<file path="src/rtl/sdram_arb_pkg.sv">
// Shared constants for the frame-buffer SDRAM arbiter: op codes, FSM encoding
// and default geometry.
package sdram_arb_pkg;

  localparam int DEF_BURST_LEN   = 256;
  localparam int DEF_FRAME_WORDS = 307200;
  localparam int DEF_FIFO_DEPTH  = 1024;
  localparam int DEF_REF_PERIOD  = 780;

  localparam int ADDR_W  = 22;
  localparam int USEDW_W = 11;

  typedef enum logic [1:0] {
    OP_NONE = 2'b00,
    OP_WR   = 2'b01,
    OP_RD   = 2'b10,
    OP_REF  = 2'b11
  } op_e;

  typedef enum logic [1:0] {
    ST_IDLE  = 2'd0,
    ST_ARB   = 2'd1,
    ST_ISSUE = 2'd2,
    ST_WAIT  = 2'd3
  } state_e;

endpackage

</file>
<file path="src/rtl/sdram_ref_timer.sv">
// Refresh interval timer plus a saturating count of refreshes still owed.
// The timer only advances while the SDRAM is initialised.
module sdram_ref_timer
  import sdram_arb_pkg::*;
#(
  parameter int REF_PERIOD = DEF_REF_PERIOD
) (
  input  logic       clk,
  input  logic       rst,
  input  logic       en_i,
  input  logic       ref_ack_i,
  output logic [1:0] ref_pend_o
);

  localparam int TW = (REF_PERIOD > 1) ? $clog2(REF_PERIOD) : 1;
  localparam logic [TW-1:0] T_LAST = TW'(REF_PERIOD - 1);

  logic [TW-1:0] tmr_q, tmr_d;
  logic [1:0]    pend_q, pend_d;
  logic          wrap;

  always_comb begin
    wrap   = en_i && (tmr_q == T_LAST);
    tmr_d  = tmr_q;
    pend_d = pend_q;
    if (en_i) tmr_d = wrap ? '0 : tmr_q + 1'b1;
    // A wrap and an acknowledge in the same cycle cancel out.
    if (wrap && !ref_ack_i) begin
      if (pend_q != 2'd3) pend_d = pend_q + 2'd1;
    end else if (ref_ack_i && !wrap) begin
      if (pend_q != 2'd0) pend_d = pend_q - 2'd1;
    end
  end

  always_ff @(posedge clk) begin
    if (rst) begin
      tmr_q  <= '0;
      pend_q <= 2'd0;
    end else begin
      tmr_q  <= tmr_d;
      pend_q <= pend_d;
    end
  end

  assign ref_pend_o = pend_q;

endmodule

</file>
<file path="src/rtl/sdram_arbiter.sv">
// Arbitrates refresh, frame-write and frame-read bursts onto one SDRAM command
// port and manages the double-buffered frame banks.
module sdram_arbiter
  import sdram_arb_pkg::*;
#(
  parameter int BURST_LEN   = DEF_BURST_LEN,
  parameter int FRAME_WORDS = DEF_FRAME_WORDS,
  parameter int FIFO_DEPTH  = DEF_FIFO_DEPTH,
  parameter int REF_PERIOD  = DEF_REF_PERIOD
) (
  input  logic               clk,
  input  logic               rst,
  input  logic               init_done,
  input  logic [USEDW_W-1:0] wr_fifo_usedw,
  input  logic [USEDW_W-1:0] rd_fifo_usedw,
  input  logic               rd_enable,
  input  logic               cmd_rdy,
  input  logic               cmd_done,
  output logic               cmd_vld,
  output logic [1:0]         cmd_op,
  output logic [1:0]         cmd_bank,
  output logic [ADDR_W-1:0]  cmd_addr,
  output logic               wr_bank,
  output logic               rd_bank,
  output logic               frame_drop
);

  localparam logic [ADDR_W-1:0] BURST_A = ADDR_W'(BURST_LEN);
  localparam logic [ADDR_W-1:0] FRAME_A = ADDR_W'(FRAME_WORDS);
  localparam logic [USEDW_W:0]  WR_THR  = (USEDW_W + 1)'(BURST_LEN);
  localparam logic [USEDW_W:0]  RD_THR  = (USEDW_W + 1)'(FIFO_DEPTH - BURST_LEN);

  state_e            state_q, state_d;
  op_e               cur_op_q, cur_op_d;
  logic [1:0]        cur_bank_q, cur_bank_d;
  logic [ADDR_W-1:0] cur_addr_q, cur_addr_d;
  logic [ADDR_W-1:0] wr_addr_q, wr_addr_d, rd_addr_q, rd_addr_d;
  logic              wr_bank_q, wr_bank_d, rd_bank_q, rd_bank_d;
  logic              wr_full_q, wr_full_d;
  logic              last_rd_q, last_rd_d;
  logic              frame_drop_q, frame_drop_d;

  logic [1:0]        ref_pend;
  logic              elig_ref, elig_wr, elig_rd, any_elig, pick_wr;
  logic              accept, done, ref_ack;
  logic [ADDR_W-1:0] wr_nxt, rd_nxt;
  logic              wr_wrap, rd_wrap;

  sdram_ref_timer #(
    .REF_PERIOD (REF_PERIOD)
  ) u_ref (
    .clk        (clk),
    .rst        (rst),
    .en_i       (init_done),
    .ref_ack_i  (ref_ack),
    .ref_pend_o (ref_pend)
  );

  assign elig_ref = (ref_pend != 2'd0);
  assign elig_wr  = ({1'b0, wr_fifo_usedw} >= WR_THR);
  assign elig_rd  = rd_enable && ({1'b0, rd_fifo_usedw} <= RD_THR);
  assign any_elig = elig_ref || elig_wr || elig_rd;
  // On a write/read tie the side that was not served last wins.
  assign pick_wr  = elig_wr && (!elig_rd || last_rd_q);

  assign accept  = (state_q == ST_ISSUE) && cmd_rdy;
  assign done    = (state_q == ST_WAIT) && cmd_done;
  assign ref_ack = accept && (cur_op_q == OP_REF);

  assign wr_nxt  = wr_addr_q + BURST_A;
  assign rd_nxt  = rd_addr_q + BURST_A;
  assign wr_wrap = done && (cur_op_q == OP_WR) && (wr_nxt == FRAME_A);
  assign rd_wrap = done && (cur_op_q == OP_RD) && (rd_nxt == FRAME_A);

  always_ff @(posedge clk) begin
    if (rst) state_q <= ST_IDLE;
    else     state_q <= state_d;
  end

  always_comb begin
    state_d = state_q;
    case (state_q)
      ST_IDLE:  if (init_done) state_d = ST_ARB;
      ST_ARB: begin
        if (!init_done)    state_d = ST_IDLE;
        else if (any_elig) state_d = ST_ISSUE;
      end
      ST_ISSUE: if (cmd_rdy) state_d = ST_WAIT;
      ST_WAIT:  if (cmd_done) state_d = init_done ? ST_ARB : ST_IDLE;
      default:  state_d = ST_IDLE;
    endcase
  end

  always_comb begin
    cmd_vld  = (state_q == ST_ISSUE);
    cmd_op   = OP_NONE;
    cmd_bank = 2'd0;
    cmd_addr = '0;
    if (cmd_vld) begin
      cmd_op   = cur_op_q;
      cmd_bank = cur_bank_q;
      cmd_addr = cur_addr_q;
    end
  end

  // Command latched at selection so it stays stable through ISSUE and WAIT.
  always_comb begin
    cur_op_d   = cur_op_q;
    cur_bank_d = cur_bank_q;
    cur_addr_d = cur_addr_q;
    last_rd_d  = last_rd_q;
    if ((state_q == ST_ARB) && init_done && any_elig) begin
      if (elig_ref) begin
        cur_op_d   = OP_REF;
        cur_bank_d = 2'd0;
        cur_addr_d = '0;
      end else if (pick_wr) begin
        cur_op_d   = OP_WR;
        cur_bank_d = {1'b0, wr_bank_q};
        cur_addr_d = wr_addr_q;
        last_rd_d  = 1'b0;
      end else begin
        cur_op_d   = OP_RD;
        cur_bank_d = {1'b0, rd_bank_q};
        cur_addr_d = rd_addr_q;
        last_rd_d  = 1'b1;
      end
    end
  end

  always_comb begin
    wr_addr_d    = wr_addr_q;
    rd_addr_d    = rd_addr_q;
    wr_bank_d    = wr_bank_q;
    rd_bank_d    = rd_bank_q;
    wr_full_d    = wr_full_q;
    frame_drop_d = 1'b0;
    if (done && (cur_op_q == OP_WR)) wr_addr_d = wr_wrap ? '0 : wr_nxt;
    if (done && (cur_op_q == OP_RD)) rd_addr_d = rd_wrap ? '0 : rd_nxt;
    // Write completion is applied before the read swap decision.
    if (wr_wrap) begin
      if (wr_full_q) frame_drop_d = 1'b1;
      else           wr_full_d    = 1'b1;
    end
    if (rd_wrap && wr_full_d) begin
      wr_bank_d = rd_bank_q;
      rd_bank_d = wr_bank_q;
      wr_full_d = 1'b0;
    end
  end

  always_ff @(posedge clk) begin
    if (rst) begin
      cur_op_q     <= OP_NONE;
      cur_bank_q   <= 2'd0;
      cur_addr_q   <= '0;
      last_rd_q    <= 1'b1;
      wr_addr_q    <= '0;
      rd_addr_q    <= '0;
      wr_bank_q    <= 1'b0;
      rd_bank_q    <= 1'b1;
      wr_full_q    <= 1'b0;
      frame_drop_q <= 1'b0;
    end else begin
      cur_op_q     <= cur_op_d;
      cur_bank_q   <= cur_bank_d;
      cur_addr_q   <= cur_addr_d;
      last_rd_q    <= last_rd_d;
      wr_addr_q    <= wr_addr_d;
      rd_addr_q    <= rd_addr_d;
      wr_bank_q    <= wr_bank_d;
      rd_bank_q    <= rd_bank_d;
      wr_full_q    <= wr_full_d;
      frame_drop_q <= frame_drop_d;
    end
  end

  assign wr_bank    = wr_bank_q;
  assign rd_bank    = rd_bank_q;
  assign frame_drop = frame_drop_q;

endmodule

</file>
<file path="config.mk">
export PLATFORM = sky130hd
export DESIGN_NAME = sdram_arbiter
export DESIGN_NICKNAME = d
export VERILOG_FILES = /design/src/rtl/sdram_arb_pkg.sv /design/src/rtl/sdram_ref_timer.sv /design/src/rtl/sdram_arbiter.sv
export SDC_FILE = /design/constraint.sdc
export NUM_CORES = 1
export LEC_CHECK = 0
export CAP_MARGIN = 10
export CORE_MARGIN = 8
export CORE_UTILIZATION = 58
export CTS_BUF_LIST = sky130_fd_sc_hd__clkbuf_8 sky130_fd_sc_hd__clkbuf_16
export DETAILED_ROUTE_END_ITERATION = 16
export PLACE_DENSITY = 0.86
export SYNTH_ARGS = -nofsm -noshare
export SYNTH_HDL_FRONTEND = slang
export SYNTH_SLANG_ARGS = --single-unit
</file>
<file path="constraint.sdc">
create_clock -name clk -period 5.7 [get_ports clk]
set_input_delay 1.14 -clock clk [delete_from_list [all_inputs] [get_ports clk]]
set_output_delay 1.14 -clock clk [all_outputs]
set_load 0.01 [all_outputs]
</file>
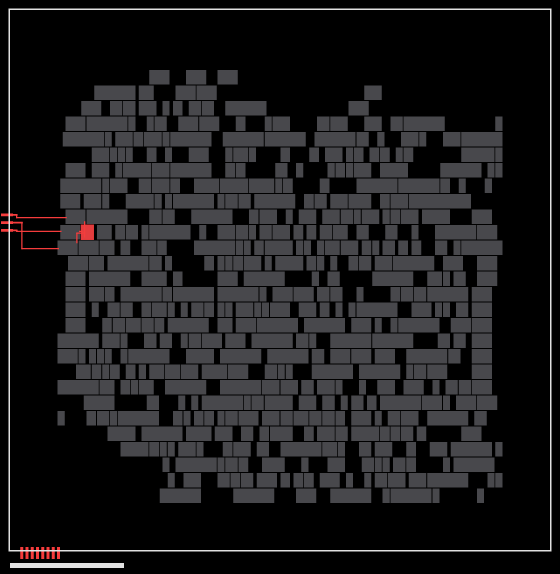
Fig. 1. I/O nets highlighted (run 1).
The bar under the picture is 20 µm long.
[wr_fifo_usedw] red | bits: 11 | direction: input | edge: 8 bottom, 3 left | end cells: 1 | buffers: 3 | wire: 37.5 µm
total I/O pin count: 58
quantity of I/O buffers inserted on ports: 40

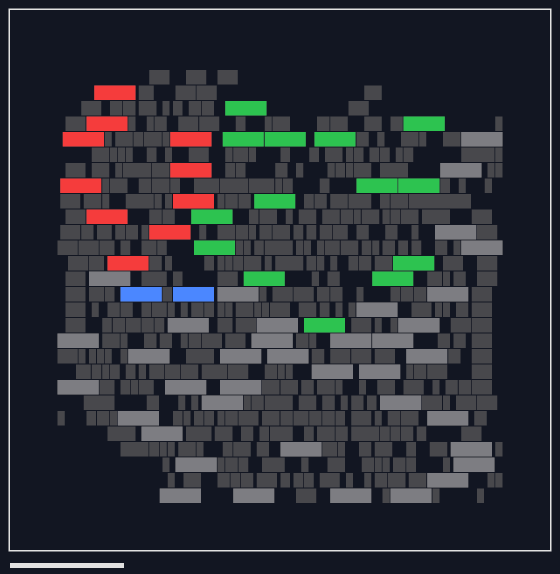
Fig. 2. Sequential cells colored by netlist name (run 1).
The bar under the picture is 20 µm long. Other sequential cells in the stronger gray, the rest of the logic in the fainter gray.
[u_ref.tmr_q] red | sequential cells: 10
[u_ref.ref_pend_o] blue | sequential cells: 2
[wr_addr_q] green | sequential cells: 14
not colored: 38
final core utilization: 0.691
power in sequential cells: 0.456 mW
proportion of cell area occupied by registers: 0.311
FF+latch area: 1280 µm²

==> summary.txt, run 1 <==
The flow completed. STA classifies the critical path startpoint as a register. Before antenna repair, the detailed router went through 7 iterations. From synthesis to final layout, the design area changed by 14.4%. Counting only logic cells after layout, the most numerous master is dfxtp_1. From left edge to right edge, the die measures 94.8 µm. The chip area line in the Yosys stat output reads 3600 µm².

Per the timing report, the achievable frequency comes out to 0.286 GHz. Adder and majority gate portion of the synthesized area landed at 0.0174. The multi-input combinational cells in the finished layout cover a total of 2010 µm². In this run, placement finished with an instance count of 532. HPWL after detailed placement landed at 6160 µm. Met3 wirelength from detailed routing landed at 559 µm. The detailed router used layers up to and including met4. Aggregate global routing overflow landed at 0. In the power breakdown, the internal column shows 0.708 mW. Checking hold timing, the worst path is listed with class register to register. According to the floorplan report, the die height is 94.8 µm. Portion of total power attributed to sequential cells landed at 0.499. Post-CTS setup buffer count landed at 0. The area fraction of the largest cell type after synthesis is 0.356. Final-report setup violation count landed at 0.

The post-synth count of flops with an enable pin is 0. The script parses the final routing iteration and logs DRC violations as 0. The initial utilization of the core area, before any placement, comes to 0.604. Filler-free cell count of the finished design landed at 548. Placed cell area landed at 3900 µm². According to the floorplan report, the total die area is 8980 µm². Per the hold report, the tightest min-delay path originates at cur_bank_q[0]. Summed over the clock group, the power is 0.405 mW. Synthesized area per cell landed at 8.10 µm². Share of the clock period used by the worst path landed at 0.613. After detailed routing, the met2 layer carries 4280 µm of wire. Worst-case headroom to the max-slew limit landed at 0.374. TritonCTS built the clock tree. Highest net fanout along the worst path landed at 18. met3 track demand over resource after global routing is 0.0603. STA classifies the critical path endpoint as an output port. Net switching power of the design landed at 0.206 mW. Warnings raised by the tools during the run amount to 36. Per the final timing report, the hold violations number 0.

Sequential cell area fraction in the yosys report landed at 0.356. Warnings reported by Yosys during synthesis add up to 0. Per the post-place timing report, worst setup slack is 1.54 ns. The largest registers in the layout are cur_addr_q: 14 flops, rd_addr_q: 14 flops, wr_addr_q: 14 flops. Fraction of synthesized area in multiplexers landed at 0.0111. Number of levels the H-tree was split into landed at 3. The gate-level netlist out of Yosys references 53 unique cell types. As reported, the later end of the worst-skew pair has a clock insertion delay of 0.34 ns. In this run, CTS created clock tree buffers numbering 9.

Final hold slack landed at 0.433 ns. Max-capacitance violation count landed at 0. Met1 routed wirelength after detailed routing landed at 3820 µm. In this run the most used layer during global routing was met2. The initial antenna violation count came to 0. Post-route total power landed at 0.913 mW. Count of final max-slew check failures landed at 0. Routability-driven placement finished with a final weighted congestion of 0.897. Part of the total power dissipated in combinational logic landed at 0.057. Post-synthesis xor/xnor area fraction landed at 0.0755. The clock net in this run drives a total of 64 sinks. Routing resource usage on met1 recorded by global route was 0.237. Post-route standard cell area excluding fillers landed at 4120 µm². Setup total negative slack on the finished layout was measured at 0 ns. Looking at area per cell type in the netlist, the leader is dfxtp_1. Of the cells placed in the final design, the portion with a size suffix greater than 1 is 0.0634. In the final design database the tool counted 502 nets. Floorplan row count landed at 28. The flow ran to the end, and the final reports show no timing, DRC or antenna violations. After layout, the worst setup slack is 2.21 ns. Via count of the first global-routing pass landed at 3147. Required time of the critical path landed at 4.56 ns. Remaining antenna violation count after routing landed at 0. Synthesized instance count landed at 444. Clock tree synthesis selected as its root buffer the cell clkbuf_8. For reference, the top logic cell family by area is simple AND/OR/NAND/NOR gates.

Leakage component of the power landed at 1.57 nW. Entering global routing, the biggest net connects 56 pins. Met2 track demand over resource landed at 0.335. Highest ir drop seen on vdd landed at 236 µV.

Combinational logic power landed at 0.0520 mW. The synthesis stats list as the most numerous cell dfxtp_1. In the Yosys report the total cell count is 444. Looking at the reg2reg group, the worst path starts from wr_addr_q[8]. Switching part of the total power landed at 0.225. The flow reported a cell area power density of 222 nW/µm². The synthesis report gives the async set-or-reset register share as 0. 0 antenna diodes ended up in the layout. In the synthesized netlist the dominant register cell turns out to be dfxtp_1. The number of hold buffers added after CTS was 0. Final-layout fill cell count landed at 507. The synthesis run shows the most used standard cells to be dfxtp_1 (64), nor2_1 (44), nand2_1 (36).

The core region is 5960 µm². On the reported timing paths, the clock transition at the registers reads 0.07 ns. Between clock sinks in the finished design, the worst skew comes to 0.00643 ns.

Yosys attributes the largest share of cell area to dfxtp_1 (36%), nor2_1 (4.6%), a222oi_1 (3.9%). The setup path with the least slack is of type register to output port. Post-cts repair resize count landed at 0. Fraction of power consumed by the clock network landed at 0.444. For this block, the initial DRC count from the detailed router was 297.

After detailed routing, the number of vias per cell comes to 5.99. Setup repair after global routing left no endpoint under its margin. The most common logic cells in the final layout are dfxtp_1 (64), nor2_1 (44), clkdlybuf4s50_1 (40), nand2_1 (36). Of all power groups, the one with the highest power is sequential cells. The first global-routing pass estimated 14600 µm of wire. Number of register bits inferred by synthesis landed at 64. Pin slew with the least headroom to its limit landed at 0.936 ns. Minimum period implied by the final worst setup slack landed at 3.49 ns. The cell-mix breakdown from Yosys lists the compound-gate area share as 0.147.

The clock passes through at most 2 buffers. Summing every instance area after synthesis gives 3600 µm². In this run the worst setup path begins at state_q[1]. According to the timing report, the arrival time at the worst endpoint equals 2.35 ns. Of the total synthesized cell area, the portion taken by AND, OR, NAND and NOR gates is 0.297.
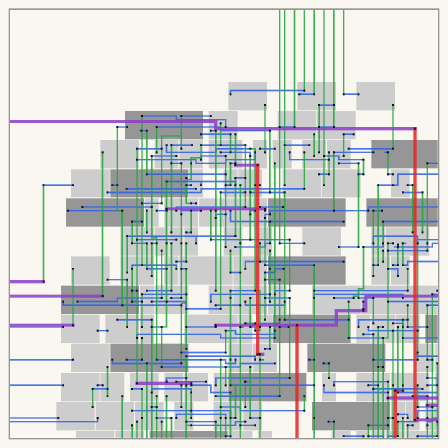
Fig. 3. Close-up of the layout (run 1).
Region (4, 51) to (44, 91) µm. Cells in gray, sequential cells in the stronger gray; small squares are vias.
[M4] red
[M2] green
[M1] blue
[M3] purple
cells with their middle in the window: 95
netlist names of flops here include: u_ref.tmr_q (9), wr_addr_q (4)
most frequent: clkdlybuf4s50_1 (16), nor2_1 (13), dfxtp_1 (13)
sequential cells in the window: 13

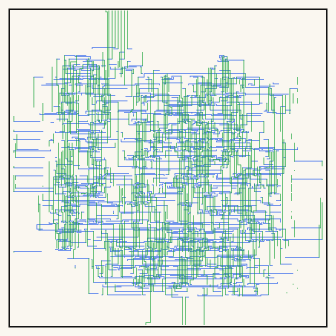
Fig. 4. Signal wires by layer (run 1).
Two of the layers only.
[M1] blue | wire length: 3820 µm
[M2] green | wire length: 4280 µm
total routed wirelength: 8800 µm
Tot GR Track Use: 0.201
average routed wire per standard cell: 16.1 µm
vias post-DR: 3280

-- run 1: worst max-delay path: stages (launching register included) --
cell,delay [ns]
dfxtp_1,0.39
inv_1,0.09
nor2_1,0.71
and2_1,0.26
clkdlybuf4s50_1,0.56
-- run 1: final timing paths --
path | slack (ns) | cells past startpoint | end
setup / recovery | 2.21 | 4 | cmd_addr[21]
hold / removal | 0.43 | 2 | cur_bank_q[0]
setup reg to reg | 2.88 | 8 | wr_addr_q[11]
hold reg to reg | 0.43 | 2 | cur_bank_q[0]
-- run 1: layout make-up --
cell class	count	area share
inverters	26	0.0237
flip-flops and latches	64	0.311
repair buffers	44	0.105
multi-input cells	324	0.488
clock buffers	12	0.0401
well taps	75	0.0228
clock inverters	3	0.00973
==> inputs of run 2 (changes only) <==
--- a/config.mk
+++ b/config.mk
@@ -7,10 +7,10 @@
 export LEC_CHECK = 0
 export CAP_MARGIN = 10
 export CORE_MARGIN = 8
-export CORE_UTILIZATION = 58
+export CORE_UTILIZATION = 54
 export CTS_BUF_LIST = sky130_fd_sc_hd__clkbuf_8 sky130_fd_sc_hd__clkbuf_16
 export DETAILED_ROUTE_END_ITERATION = 16
-export PLACE_DENSITY = 0.86
+export PLACE_DENSITY = 0.8
 export SYNTH_ARGS = -nofsm -noshare
 export SYNTH_HDL_FRONTEND = slang
 export SYNTH_SLANG_ARGS = --single-unit
==> constraint.sdc (replaced) <==
create_clock -name clk -period 3.45 [get_ports clk]
set_input_delay 0.69 -clock clk [delete_from_list [all_inputs] [get_ports clk]]
set_output_delay 0.69 -clock clk [all_outputs]
set_load 0.01 [all_outputs]
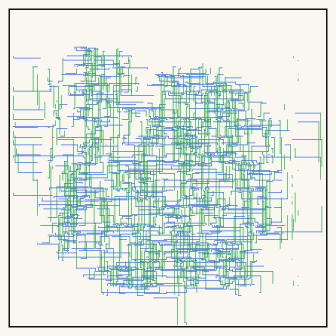
Fig. 5. Signal wires by layer (run 2).
Two of the layers only.
[M1] blue | wire length: 3830 µm
[M2] green | wire length: 3870 µm
total routed wirelength: 8330 µm
average routed wire per standard cell: 15.0 µm
vias post-DR: 3265
Tot GR Track Use: 0.178

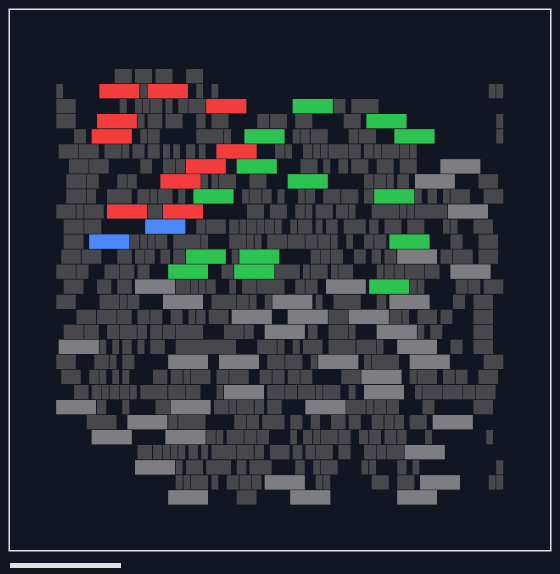
Fig. 6. Sequential cells colored by netlist name (run 2).
The bar under the picture is 20 µm long. Other sequential cells in the stronger gray, the rest of the logic in the fainter gray.
[u_ref.tmr_q] red | sequential cells: 10
[u_ref.ref_pend_o] blue | sequential cells: 2
[wr_addr_q] green | sequential cells: 14
not colored: 38
proportion of cell area occupied by registers: 0.309
power in sequential cells: 0.753 mW
final core utilization: 0.650

==> run 2 against run 1 <==
  * Combinational power increased by 71%
  * Sequential power increased by 65%
  * Sequential cell count unchanged
  * Non-clock buffer count increased by 5
  * Clock skew increased by 0.0042 ns
  * Clock power increased by 61%
  * Design area increased by 0.82%
  * Critical path type is now primary input to register
  * Hold slack improved by 0.012 ns
  * Critical endpoint is now cur_addr_q[13]
  * Clock-buffer cell count decreased by 1
  * First-iteration DRC count decreased by 36%
==> summary.txt, run 2 <==
The flow completed. Run status: complete, no violations (unchanged). Remaining antenna violation count after routing landed at 0 (unchanged). The filler-free cell count of the finished design was 556 (was 548).

Tool warning count landed at 36 (unchanged). Required time of the critical path landed at 3.73 ns (was 4.56 ns). The root buffer cell is clkbuf_8 (unchanged). Post-cts repair resize count landed at 0 (unchanged).

The delay of the slowest cell on the worst path is 0.91 ns (was 0.71 ns). In this build the clock could be raised as far as 0.343 GHz. The layout overhead on the synthesized area is 15.3% (was 14.4%). The post-CTS setup buffer count was 0 (unchanged). The part of the total power dissipated in combinational logic was 0.059 (was 0.057). Iteration tally of the first detailed-router pass landed at 5 (was 7). The total of warnings raised by yosys was 0 (unchanged). The TritonCTS clock tree is built (unchanged). Met2 track demand over resource landed at 0.291 (was 0.335). Number of clock sinks seen by CTS landed at 64 (unchanged). Top cells by count, synth: dfxtp_1 (64), nor2_1 (44), nand2_1 (36) (unchanged). The number of nets at the end of the flow was 507 (was 502). The met3 wirelength from detailed routing is 537 µm (was 559 µm). The final-layout fill cell count is 543 (was 507). Final-layout setup total negative slack landed at 0 ns (unchanged). The adder and majority gate portion of the synthesized area was 0.0174 (unchanged). The main flop type is dfxtp_1 (unchanged). The cell type of the slowest stage on the worst timing path is a21oi_1 (was nor2_1).

The global-route wire length before repair came to 14500 µm (was 14600 µm). The cell count listed in synth_stat.txt is 444 (unchanged). Width of the die landed at 97.6 µm (was 94.8 µm).

The via-per-instance ratio was 5.87 (was 5.99). The reg-to-reg setup timing slack came to 0.76 ns (was 2.88 ns). The end point of the worst hold path was cur_bank_q[0] (unchanged). The worst setup path startpoint is init_done (was state_q[1]). The highest metal layer used by the detailed router was met4 (unchanged).

Pin slew with the least headroom to its limit landed at 1.16 ns (was 0.936 ns). The fraction of synthesized area in multiplexers was 0.0111 (unchanged). Combinational logic power landed at 0.0889 mW (was 0.0520 mW).

Largest registers: cur_addr_q: 14 flops, rd_addr_q: 14 flops, wr_addr_q: 14 flops (unchanged). The largest net degree at the start of global routing was 44 (was 56). Post-CTS clock slew at the launch and capture registers of the worst setup and hold paths landed at 0.07 ns (about the same). The most frequently placed logic cell in the final layout is dfxtp_1 (unchanged). Synthesized-area fraction occupied by and/or/nand/nor cells landed at 0.297 (unchanged). The fraction of power consumed by the clock network was 0.436 (was 0.444). The category of the critical setup timing path was primary input to register (was register to output port).

The fraction of layout instances using a drive strength above 1 came to 0.0710 (was 0.0634). Commonest non-fill, non-tap cells in the layout: dfxtp_1 (64), nor2_1 (44), clkdlybuf4s50_1 (40), nand2_1 (36), inv_1 (28) (was dfxtp_1 (64), nor2_1 (44), clkdlybuf4s50_1 (40), nand2_1 (36)). Placed cell count landed at 540 (was 532).

Synthesized area per cell landed at 8.10 µm² (unchanged). The area figure in the yosys stat output is 3600 µm² (unchanged). The internal portion of total power was 1.15 mW (was 0.708 mW). Met3 capacity usage during global routing landed at 0.0512 (was 0.0603). The switching part of the total power is 0.229 (was 0.225). Met1 routed wirelength after detailed routing landed at 3830 µm (was 3820 µm). Number of levels the H-tree was split into landed at 3 (unchanged). The layer carrying the most global-route usage is met2 (unchanged). Vertical extent of the die landed at 97.6 µm (was 94.8 µm).

Storage element area landed at 1280 µm² (unchanged). The floorplan row count was 29 (was 28). Post-route total power landed at 1.49 mW (was 0.913 mW). Number of diodes added for antenna fixing landed at 0 (unchanged). The path depth of the worst reg2reg path came to 8 (unchanged). The count of hold buffers inserted by post-cts repair is 0 (unchanged). Via count of the first global-routing pass landed at 3116 (was 3147). Highest net fanout along the worst path landed at 15 (was 18). The fraction of post-synthesis cell area in the top cell type by area is 0.356 (unchanged). The routed wire length on met2 came to 3870 µm (was 4280 µm).

The type of the worst min-delay path is register to register (unchanged). Core region area landed at 6390 µm² (was 5960 µm²). The HPWL after detailed placement came to 6140 µm (was 6160 µm).

Unrepaired setup endpoints after global routing: no (unchanged). The initial antenna violation count is 0 (unchanged). The sequential cell area fraction in the yosys report came to 0.356 (unchanged). Cell breakdown of the critical path: clkdlybuf4s50_1, and2b_1, nor3b_1, nor2b_1, a21oi_2, a21oi_1, a222oi_1, inv_1 (was inv_1, nor2_1, and2_1, clkdlybuf4s50_1). The main logic family after synthesis is simple AND/OR/NAND/NOR gates (unchanged). Area taken by multi-input logic gates landed at 2010 µm² (unchanged). The number of cells on the worst hold path came to 2 (unchanged). Global routing met1 resource utilization landed at 0.211 (was 0.237). The library cell with the highest instance count after synthesis is dfxtp_1 (unchanged).

The portion of total power attributed to sequential cells is 0.504 (was 0.499). Number of register bits inferred by synthesis landed at 64 (unchanged). Aggregate global routing overflow landed at 0 (unchanged).

The count of final max-slew check failures was 0 (unchanged). The end point of the critical path is cur_addr_q[13] (was cmd_addr[21]). The gate family responsible for the most delay along the worst path is AND-OR/OR-AND gates (was simple AND/OR/NAND/NOR gates). The kind of capture point of the worst setup path was a register (was output port).

The start point of the worst min-delay path is cur_bank_q[0] (unchanged). Highest ir drop seen on vdd landed at 272 µV (was 236 µV). Critical path depth in cells landed at 8 (was 4). The count of buffering cells on the critical path with inverters included is 2 (unchanged). The final weighted congestion of routability-driven global placement came to 0.868 (was 0.897). The most area-hungry cell type in the Yosys netlist was dfxtp_1 (unchanged). The count of boundary I/O pins is 58 (unchanged). The clock tree skew after final layout came to 0.0106 ns (was 0.00643 ns). Pre-placement core utilization landed at 0.563 (was 0.604).

The CTS buffer count is 9 (unchanged). The post-synth design cell area was 3600 µm² (unchanged). Chip area landed at 9530 µm² (was 8980 µm²).

The initial detailed-routing violation count is 189 (was 297). Minimum period implied by the final worst setup slack landed at 2.91 ns. Residual DRC count landed at 0 (unchanged). Biggest area cells: dfxtp_1 (36%), nor2_1 (4.6%), a222oi_1 (3.9%) (unchanged). Number of hold-slack violations in the final timing report landed at 0 (unchanged). Power attributed to the clock group landed at 0.652 mW (was 0.405 mW). Worst endpoint data arrival time landed at 3.19 ns (was 2.35 ns). Post-route period utilization is reported as 0.844. Final-report setup violation count landed at 0 (unchanged).

The placed cell area was 3950 µm² (was 3900 µm²). Area share of and-or/or-and cells after synthesis landed at 0.147 (unchanged). Worst-case headroom to the max-slew limit landed at 0.230 (was 0.374). The startpoint of the most critical register-to-register path was wr_addr_q[9] (was wr_addr_q[8]). The clock insertion delay at the later pin of the skew report was 0.34 ns (about the same). Synthesized instance count landed at 444 (unchanged). Areal power density over the cells landed at 360 nW/µm² (was 222 nW/µm²). Leakage component of the power landed at 1.60 nW (was 1.57 nW). Number of enable flip-flop cells landed at 0 (unchanged). The reg-to-reg endpoint was wr_addr_q[18] (was wr_addr_q[11]). The count of port buffers added during placement was 40 (unchanged). The number of buffers between clock root and the deepest sink was 2 (unchanged). The net switching power of the design was 0.342 mW (was 0.206 mW). The distinct cell type count of the synthesized netlist is 53 (unchanged). The post-route standard cell area excluding fillers was 4150 µm² (was 4120 µm²). The group drawing the most power is sequential cells (unchanged). The category of the worst setup path launch point is a primary input (was register). The post-synthesis xor/xnor area fraction is 0.0755 (unchanged). Post-synthesis async set-or-reset flop share landed at 0 (unchanged). Max-capacitance violation count landed at 0 (unchanged).
run 2: cell counts after synthesis:
No cell type changed its count.
run 2: area by class of cell:
class / count / area share
multi-input cells: 324 / 0.484
clock buffers: 11 / 0.0365
flip-flops and latches: 64 / 0.309
inverters: 26 / 0.0235
clock inverters: 5 / 0.0115
repair buffers: 49 / 0.113
well taps: 77 / 0.0232
run 2: metrics by stage:
step                worst slack, ns  hold slack, ns
CTS                           0.573           0.446
finish                        0.538           0.445
detailed placement            0.203           0.439
floorplan                     0.883           0.407
global placement              0.265           0.421
global route                  0.264           0.480
run 2: cells by family (layout without fill, tap and decap cells):
kind of cell	after synthesis	after routing
compound gates	73	73
buf+inv	64	91
fa+ha+maj	5	5
mux	4	4
other cells	1	9
flops	64	64
xor+xnor	31	31
simple gates	202	202
Power figures rest on the tool's default switching activity, not on a simulated workload.
